## config.mk

```make
export PLATFORM = sky130hd
export DESIGN_NAME = serial_adder_ctrl
export DESIGN_NICKNAME = d
export VERILOG_FILES = /design/src/rtl/serial_adder_ctrl.sv
export SDC_FILE = /design/constraint.sdc
export NUM_CORES = 1
export LEC_CHECK = 0
export ABC_AREA = 1
export ABC_CLOCK_PERIOD_IN_PS = 2500
export CORE_ASPECT_RATIO = 0.7
export CORE_MARGIN = 10
export CORE_UTILIZATION = 54
export CTS_CLUSTER_SIZE = 12
export DETAILED_ROUTE_END_ITERATION = 16
export PLACE_DENSITY = 0.87
export SKIP_CTS_REPAIR_TIMING = 1
export SYNTH_ARGS = -nofsm -noshare
export SYNTH_HDL_FRONTEND = slang
export SYNTH_SLANG_ARGS = --single-unit
```

## constraint.sdc

```tcl
create_clock -name clk -period 2.5 [get_ports clk]
set_input_delay 0.375 -clock clk [delete_from_list [all_inputs] [get_ports clk]]
set_output_delay 0.375 -clock clk [all_outputs]
set_load 0.02 [all_outputs]
```

## src/rtl/serial_adder_ctrl.sv

```systemverilog
// Bit-serial adder controller: latches two WIDTH-bit operands and adds them
// LSB-first, one bit per clock, through a single full-adder cell built from
// two half adders. Start/busy/done handshake: a request is accepted only
// when the block is idle and start is high on a rising edge. busy is high
// while bits are being processed. done pulses for one cycle when SUM/COUT
// hold the final result. start is ignored while busy or done (no queuing).

// Half adder: the only arithmetic primitive in the datapath.
module halfadder (
  input  logic X,
  input  logic Y,
  output logic S,
  output logic C
);
  assign S = X ^ Y;
  assign C = X & Y;
endmodule

module serial_adder_ctrl #(
  parameter int WIDTH = 8
) (
  input  logic             clk,
  input  logic             rst_n,
  input  logic             start,
  input  logic [WIDTH-1:0] A,
  input  logic [WIDTH-1:0] B,
  output logic             busy,
  output logic             done,
  output logic [WIDTH-1:0] SUM,
  output logic             COUT
);

  localparam int CW = $clog2(WIDTH + 1);

  typedef enum logic [1:0] {
    S_IDLE  = 2'd0,
    S_SHIFT = 2'd1,
    S_DONE  = 2'd2
  } state_t;

  state_t           r_state;
  state_t           w_next_state;
  logic [WIDTH-1:0] r_a;
  logic [WIDTH-1:0] r_b;
  logic [WIDTH-1:0] r_sum;
  logic             r_carry;
  logic [CW-1:0]    r_count;

  logic             w_ha0_s;
  logic             w_ha0_c;
  logic             w_ha1_s;
  logic             w_ha1_c;
  logic             w_carry_next;
  logic             w_last_bit;
  logic             w_accept;
  logic [WIDTH-1:0] w_sum_shift;

  // Full-adder cell: HA0 adds the two operand LSBs, HA1 folds in the carry.
  halfadder u_ha0 (
    .X (r_a[0]),
    .Y (r_b[0]),
    .S (w_ha0_s),
    .C (w_ha0_c)
  );

  halfadder u_ha1 (
    .X (w_ha0_s),
    .Y (r_carry),
    .S (w_ha1_s),
    .C (w_ha1_c)
  );

  assign w_carry_next = w_ha0_c | w_ha1_c;
  assign w_last_bit   = (r_count == CW'(WIDTH - 1));

  // New sum bit enters at the MSB; written this way so WIDTH=1 needs no special case.
  always_comb begin
    w_sum_shift            = r_sum >> 1;
    w_sum_shift[WIDTH-1]   = w_ha1_s;
  end

  // Next-state decode: accept in IDLE, leave SHIFT after the last bit, DONE lasts one cycle.
  always_comb begin
    w_next_state = r_state;
    w_accept     = 1'b0;
    case (r_state)
      S_IDLE: begin
        if (start) begin
          w_accept     = 1'b1;
          w_next_state = S_SHIFT;
        end
      end
      S_SHIFT: begin
        if (w_last_bit) begin
          w_next_state = S_DONE;
        end
      end
      S_DONE: begin
        w_next_state = S_IDLE;
      end
      default: begin
        w_next_state = S_IDLE;
      end
    endcase
  end

  // State register with synchronous active-low reset.
  always_ff @(posedge clk) begin
    if (!rst_n) begin
      r_state <= S_IDLE;
    end else begin
      r_state <= w_next_state;
    end
  end

  // Datapath registers: load on accept, shift one bit per SHIFT cycle, hold otherwise.
  always_ff @(posedge clk) begin
    if (!rst_n) begin
      r_a     <= '0;
      r_b     <= '0;
      r_sum   <= '0;
      r_carry <= 1'b0;
      r_count <= '0;
    end else if (w_accept) begin
      r_a     <= A;
      r_b     <= B;
      r_carry <= 1'b0;
      r_count <= '0;
    end else if (r_state == S_SHIFT) begin
      r_a     <= r_a >> 1;
      r_b     <= r_b >> 1;
      r_sum   <= w_sum_shift;
      r_carry <= w_carry_next;
      r_count <= r_count + CW'(1);
    end
  end

  // Outputs come straight from registers and state decode only.
  assign busy = (r_state == S_SHIFT);
  assign done = (r_state == S_DONE);
  assign SUM  = r_sum;
  assign COUT = r_carry;

endmodule
```

Figure 1. Supply network (run 1).
The bar under the picture is 20 um long. Pins as bars on the die edge. Tap cells in grey.
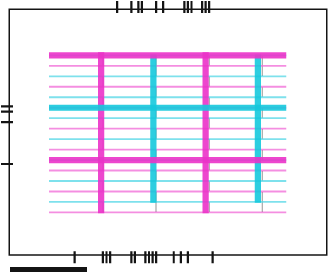
magenta -> VSS
cyan -> VDD
signal pins = 30
met4 straps = 4

Figure 2. Cell classes on the final placement (run 1).
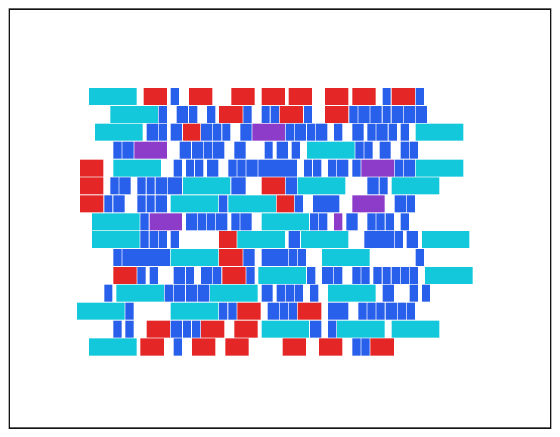
purple -> clock drivers and dummy loads  # cells 6, share of their area 4.1%
cyan -> sequential cells  # cells 31, share of their area 35%
red -> remaining buffers and delay cells  # cells 32, share of their area 18%
blue -> remaining logic cells  # cells 167, share of their area 43%

Figure 3. Clock wires, drivers and flops (run 1).
The bar under the picture is 20 um long.
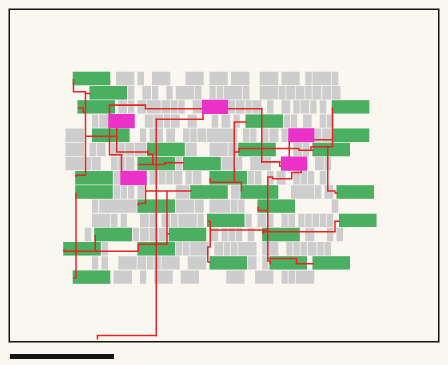
green -> flip-flops  # count 31
red -> clock wires  # length 402 um
magenta -> clock-net drivers  # count 5
routed clock nets = 6

==> run 1: kinds of logic after synthesis <==
group                    synth area share (%)
buffers and inverters                    10.9
AND-OR/OR-AND                            9.36
XOR/XNOR                                0.601
adder cells (fa/ha/maj)                  2.23
AND/OR/NAND/NOR                          34.3
flip-flops                               42.6
==> run 1: final cells by class <==
class	instances	area, sq um	area share, %
Clock buffer	6	72.6	4.03
Inverter	20	75.1	4.17
Multi-Input combinational cell	147	678	37.6
Sequential cell	31	621	34.4
Tap cell	34	42.5	2.36
Timing Repair Buffer	32	313	17.4
==> run 1: stage by stage <==
step                cell area (sq um)  power (mW)  worst slack, ns  hold WS [ns]  cells
finish                           1800        1.10            0.462         0.470    270
global route                     1800        1.16            0.374         0.485    270
CTS                              1800        1.11            0.464         0.471    270
detailed placement               1730       0.759            0.583         0.462    264
global placement                 1730       0.755            0.688         0.453    264
floorplan                        1460       0.689             1.14         0.443    210
==> run 1: layer usage <==
metal  up-vias  share of wire, %  track usage [%]
li1        705                 -                -
met3         4               3.3             3.68
met4         0               1.5             6.36
met1       615                46             17.9
met5         -                 0                0
met2        24                49             19.4
==> run 1: how the worst max path moves through the flow <==
stage / endpoint / slack [ns] / startpoint / cells after the start
after floorplan: done / 1.14 / r_state[1]$_SDFFE_PN0P_ / 3
after global placement: r_state[1]$_SDFFE_PN0P_ / 0.69 / rst_n / 3
after detailed placement: r_a[7]$_SDFFE_PN0P_ / 0.58 / rst_n / 3
after CTS: done / 0.46 / r_state[1]$_SDFFE_PN0P_ / 3
after global routing: busy / 0.37 / r_state[0]$_SDFFE_PN0P_ / 3
final: done / 0.46 / r_state[1]$_SDFFE_PN0P_ / 3
==> run 1: state kept, by name, summed over array words and instances, names as in the netlist <==
signal / cells
COUT: 1
SUM: 8
r_a: 8
r_b: 8
r_count: 4
r_state: 2
==> run summary, run 1 <==
The synthesis and PnR run went through. By area the synthesized netlist is led by dfxtp_1 (43%), nand2_1 (15%), nand3_1 (8.9%). The internal power of the cells totals 0.802 mW. Total global-route track usage over all layers is 13.5%. Per the synth log, the flip-flop and latch total comes to 31. DRC violation count after routing landed at 0.

The critical path's slowest stage uses the library cell clkdlybuf4s50_1. Clock network power share landed at 32.0%. The congestion estimate from routability-driven global placement came to 0.785.

Total cell area reported by yosys after synthesis landed at 1460 sq um. The kind of cell with the highest combined delay along the critical path is buffers and inverters. Utilization of the core after routing landed at 71.6%. Looking at the reg2reg group, the worst path starts from r_state[0]$_SDFFE_PN0P_. Routed wire length landed at 3.38 mm. The region available for standard cell placement spans 2510 sq um.

Final count of negative-setup-slack endpoints landed at 0. After routing, the total negative slack on setup checks comes to 0 ns. Summed over all combinational cells, the power is 0.199 mW. Of all nets on the critical path, the largest fanout is 14.

The min-delay analysis places its worst path in the category reg -> reg. CTS built an H-tree with a depth of 2. Instance tally after logic synthesis landed at 210. In the power breakdown, the biggest contributor is sequential cells.

Buffer-and-inverter tally for the worst setup path landed at 2. Looking at hold timing, the worst path starts from r_a[6]$_SDFFE_PN0P_. Number of search-and-repair iterations in the first detailed-routing pass landed at 5. The layout summary lists the proportion of cells stronger than drive strength 1 as 5.93%. Arrival time reported for the critical path endpoint landed at 1.66 ns. TritonCTS built the clock tree. The detailed router placed 1,348 vias in this run. VDD sags by at most 0.438 mV. The routed design could run at a clock period as short as 2.04 ns. Global-route wire length before repair landed at 5.58 mm. Counting instances in the post-synthesis netlist gives the leading cell types as nand2_1 (58), dfxtp_1 (31), nor2_1 (30), nand3_1 (26), inv_1 (18). In this run, CTS created clock tree buffers numbering 5. Headroom to the max-slew limit landed at 65.2%. Summed over all instances, the cell type with the most area after synthesis is dfxtp_1.

The top cell types in the final layout, fill and taps aside, are nand2_1 (58), dfxtp_1 (31), nor2_1 (30). Clock skew after layout landed at 0.00475 ns. HPWL reported at the end of detailed placement landed at 2.47 mm. Post-synthesis sequential area ratio landed at 42.6%.

Counting only logic cells after layout, the most numerous master is nand2_1. The synthesized netlist contains 20 unique library cells. Setup slack on the worst flop-to-flop path landed at 0.82 ns.

The cell sequence reported for the critical path is inv_2 > nor2_1 > clkdlybuf4s50_1. Worst hold path stage count landed at 2. The worst setup path is launched from a flop. According to the floorplan log, the row count is 15. The commonest register cell is dfxtp_1. The flow ran to the end, and the final reports show no timing, DRC or antenna violations. The number of maximum-capacitance violations recorded for the run is 0. Violation count after the first detailed-route iteration landed at 126. Number of synthesized flops with an enable pin landed at 0. STA classifies the critical path endpoint as an output port. Number of cells in the yosys synthesis report landed at 210. Setup repair after global routing left no endpoint under its margin. Per the final report, max-transition violations number 0. Overall chip area landed at 5210 sq um.

Share of the synthesized area in the top cell type landed at 42.6%. In this run the tool buffered the top-level ports with 29 buffer cells. Number of global-route vias before repair landed at 1,191.

Per report_power, the Clock row totals 0.352 mW. Leakage component of the power landed at 0.815 nW. Switching portion of total power landed at 27.3%. Before any placement, the netlist area is recorded as 1460 sq um. Entering global routing, the biggest net connects 19 pins. Looking at the clock tree report, the maximum root-to-sink buffer count equals 2. In this run the vertical extent of the chip is 63.5 um. Die span in x landed at 82.1 um. Final-report hold violation count landed at 0. I/O pin count landed at 30.

Actual transition at the worst max-transition pin landed at 0.519 ns. Number of nets still failing antenna checks after routing landed at 0. Per the detail_route report, vias per standard cell equal 4.99. The share of the core area taken by cells at floorplan is 58.0%. Per the skew report, the later register of the worst-skew pair sees a clock latency of 0.28 ns.

For this run, the script counts the antenna cells in the layout as 0. Sequential-cell power consumption landed at 0.551 mW. Dividing the detail-routed wire length by the instance count gives 12.5 um. The clock net in this run drives a total of 31 sinks.

The tree is rooted in a clkbuf_8. Highest achievable clock rate landed at 491 MHz. Among all stages on the critical path, the maximum delay recorded is 0.61 ns. In the hold report, the worst path ends at r_a[6]$_SDFFE_PN0P_. Looking at the reg2reg group, the worst path ends at r_count[3]$_SDFFE_PP0N_.

The worst setup path is of the reg -> out kind. Number of warnings printed during yosys synthesis landed at 0. Per-instance average area after synthesis landed at 6.94 sq um. The global route stage reports its total congestion overflow as 0. Among all cell types in the netlist, the one instantiated most often is nand2_1.

Total power divided by cell area landed at 612 nW/um^2. Counting the fill cells in the layout gives 208. For this run, the post-layout net count is 258. Post-route clock period utilization landed at 81.5%. In this run the power spent charging and discharging nets is 0.300 mW. Looking at the power breakdown, sequential logic takes 50.0% of the total.

The initial antenna violation count was 0. Portion of total power attributed to combinational logic landed at 18.0%. When the netlist entered floorplanning its net count stood at 231. Number of cells traversed by the worst register-to-register path landed at 7. Between the synthesized netlist and the finished layout, the area growth was recorded as 23.6%. Share of flip-flops with an asynchronous set or reset after synthesis landed at 0%. On the reported timing paths, the clock transition at the registers reads 0.06 ns.

According to the timing report, the data required time at the worst endpoint equals 2.12 ns.
Figure 4. Wiring by layer (run 1).
The bar under the picture is 20 um long. Two of the layers only.
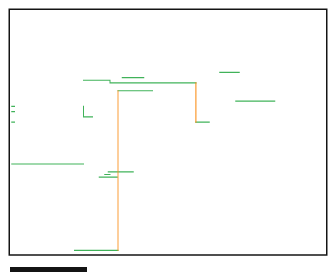

==> run 2, diff against run 1 <==
- ABC_CLOCK_PERIOD_IN_PS: 2500 -> 1900
- CORE_UTILIZATION: 54 -> 50
- PLACE_DENSITY: 0.87 -> 0.81
- clock period: 2.5 -> 1.9 ns (I/O delays scaled with it)
Figure 5. Wiring by layer (run 2).
The bar under the picture is 20 um long. Two of the layers only.
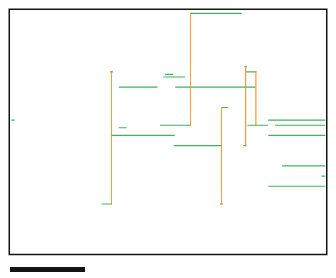
orange -> M4  # wire length 127 um
green -> M3  # wire length 175 um

Figure 6. Supply network (run 2).
The bar under the picture is 20 um long. Pins as bars on the die edge. Tap cells in grey.
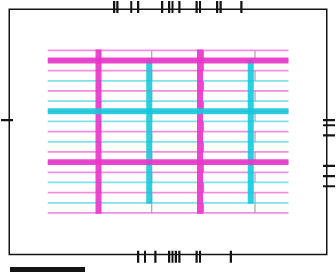
cyan -> VDD
magenta -> VSS
signal pins = 30
rows = 16
met1 rails = 17
tap cells = 36
met5 straps = 3

==> run summary, run 2 <==
The synthesis and PnR run went through. The report puts the cell count of the worst reg-to-reg path at 7. For this run, global-route usage on met1 was measured as 15.2%. Cell count after placement landed at 270. Looking at the clock tree report, the root buffer type is clkbuf_8. Average detailed-routed wire length per instance landed at 11.9 um. Count of input and output buffers landed at 29. Pre-CTS setup slack landed at 0.200 ns. Post-route clock period utilization landed at 93.7%. The worst setup path is captured at an output port. In the routed layout, each cell is associated on average with a via count of 4.87.

Final-report hold violation count landed at 0. The number of buffers and inverters on the critical path is 2. For this run, the number of Yosys warnings is 0. Number of global-route vias before repair landed at 1,183. The net count after synthesis is 231. The initial antenna violation count was 0. For the pin with the worst max-slew slack, the measured transition is 0.416 ns. Net load switching power landed at 0.414 mW. The synthesized netlist was found by Yosys to have 210 cells. In this run the remaining antenna-violating nets after routing total 0. In the final run the clock tree shows a worst skew of 0.00372 ns. HPWL reported at the end of detailed placement landed at 2.39 mm.

Smallest setup slack after layout landed at 0.119 ns. Clock latency on the worst-skew pair landed at 0.29 ns. Among all cell types in the netlist, the one instantiated most often is nand2_1. Switching portion of total power landed at 26.5%.

Deepest clock path buffer count landed at 2. Overflow left after global routing landed at 0. For reference, the placement row count at floorplan is 16. Global-route wire length before repair landed at 5.44 mm.

Per the hold report, the tightest min-delay path originates at r_a[1]$_SDFFE_PN0P_. Per the log, the first TritonRoute iteration ended with a DRC count of 88. Of the total power, registers draw 46.2%. Routing usage on met3 landed at 3.57%. The first TritonRoute pass finished after 4 iterations. Share of flip-flops with an asynchronous set or reset after synthesis landed at 0%. The timing report attributes the biggest portion of critical-path delay to buffers and inverters. Instance tally after logic synthesis landed at 210. Portion of total power attributed to combinational logic landed at 17.2%. Number of buffers inserted during clock tree synthesis landed at 5. Number of synthesized flops with an enable pin landed at 0.

The number of cells on the worst hold path is listed as 2. Largest incremental delay on the critical path landed at 0.61 ns. In the global route stage, overall resource usage came out at 12.1%.

Area of the placeable core landed at 2800 sq um. Final max-slew violation count landed at 0. Routed wire length landed at 3.30 mm.

In the final layout, the multi-input gates occupy 678 sq um. Post-synthesis sequential area ratio landed at 42.6%. dfxtp_1 takes more of the synthesized area than any other cell. The final layout reports a setup TNS of 0 ns. Vertical die dimension landed at 65.2 um.

DRC violation count after routing landed at 0. Listed in order, past its start point the critical path passes buf_4 > nor2_1 > clkdlybuf4s50_1. For this configuration, the core starts out at a cell density of 52.0%. After synthesis the cells add up to 1460 sq um. Tally of max-capacitance violations landed at 0.

Derived from the worst setup path, the maximum achievable clock frequency is 562 MHz. Number of inserted diodes landed at 0. Detailed routing inserted a total of 1,355 vias. Ranked by total cell area, the synthesized netlist is headed by dfxtp_1 (43%), nand2_1 (15%), nand3_1 (8.9%). The flow ran to the end, and the final reports show no timing, DRC or antenna violations. By instance count after routing, the leading logic cell type is nand2_1.

The setup path with the least slack is of type reg -> out. Fraction of layout instances using a drive strength above 1 landed at 8.68%. Placed cell area landed at 1760 sq um. Per the OpenROAD floorplan log, the area of the die is 5510 sq um. Die span in x landed at 84.5 um. STA classifies the critical path startpoint as a flop. Number of inserted filler cells in the final layout landed at 243. In this run the layout overhead on the synthesized area is reported as 27.8%. Met2 usage landed at 16.6%.

Sorting the synthesized cells by how often they occur yields nand2_1 (58), dfxtp_1 (31), nor2_1 (30), nand3_1 (26), inv_1 (18). After layout, the minimum clock period comes to 1.78 ns. Excluding fillers, the count of instances in the completed layout stands at 278. For this run, the leading register cell type out of synthesis is dfxtp_1.

After synthesis, the largest area contributor takes up 42.6% of total cell area. Per the timing report, the most critical flop-to-flop path originates at r_state[1]$_SDFFE_PN0P_. Clock-pin slew on the worst setup and hold paths landed at 0.06 ns. Clock network power share landed at 36.6%. Largest fanout on the critical path landed at 7.

The synthesized netlist has a Yosys-reported chip area of 1460 sq um. During I/O placement, the number of pins put on the boundary was 30. Count of nets after finishing landed at 262. Ranking logic cells in the layout by count gives the top entries nand2_1 (58), dfxtp_1 (30), nor2_1 (30). The most critical setup path has its startpoint at r_state[0]$_SDFFE_PN0P_.
-- run 2: cell count changes in the layout (fill, tap and decap cells not counted) --
cell / before / now
clkbuf_8: 5 / 7
buf_4: 3 / 7
dfxtp_2: 0 / 1
dfxtp_1: 31 / 30
-- run 2: layout make-up --
cell class	instances	share of cell area (%)
clock buffer	8	5.37
inverter	20	4.03
timing repair buffer	36	18.4
multi-input combinational	147	36.4
tap	36	2.42
sequential	31	33.4
-- run 2: power groups by stage --
stage | Combinational, mW | Clock [mW] | Sequential (mW)
after floorplan | 0.158 | 0 | 0.748
after global placement | 0.264 | 0 | 0.735
after detailed placement | 0.266 | 0 | 0.736
after CTS | 0.268 | 0.585 | 0.722
after global routing | 0.298 | 0.617 | 0.727
final | 0.268 | 0.572 | 0.722
-- run 2: metal layers --
metal,vias up,wire (um)
met4,0,126
met5,-,0
met2,32,1470
met1,595,1530
li1,716,-
met3,12,174
-- run 2: tightest hold or removal path, cell delays in order, from the launching register on --
cell,delay [ns]
dfxtp_1,0.31
nand2_1,0.06
a21oi_1,0.05
-- run 2: final timing paths --
kind | slack [ns] | to
worst max-delay path | 0.12 | done
worst min-delay path | 0.46 | r_a[1]$_SDFFE_PN0P_
worst min register to register | 0.46 | r_a[1]$_SDFFE_PN0P_
worst max register to register | 0.64 | r_count[3]$_SDFFE_PP0N_
-- run 2: kinds of logic (layout without fill, tap and decap cells) --
group | after synthesis | count (layout) | share of synthesized area (%)
DFF | 31 | 31 | 42.6
and+or+nand+nor | 119 | 119 | 34.3
AOI/OAI and AO/OA | 25 | 25 | 9.36
adders and majority gates | 2 | 2 | 2.23
xor gates and xnor gates | 1 | 1 | 0.601
buffers and inverters | 32 | 64 | 10.9
Power figures rest on the tool's default switching activity, not on a simulated workload.
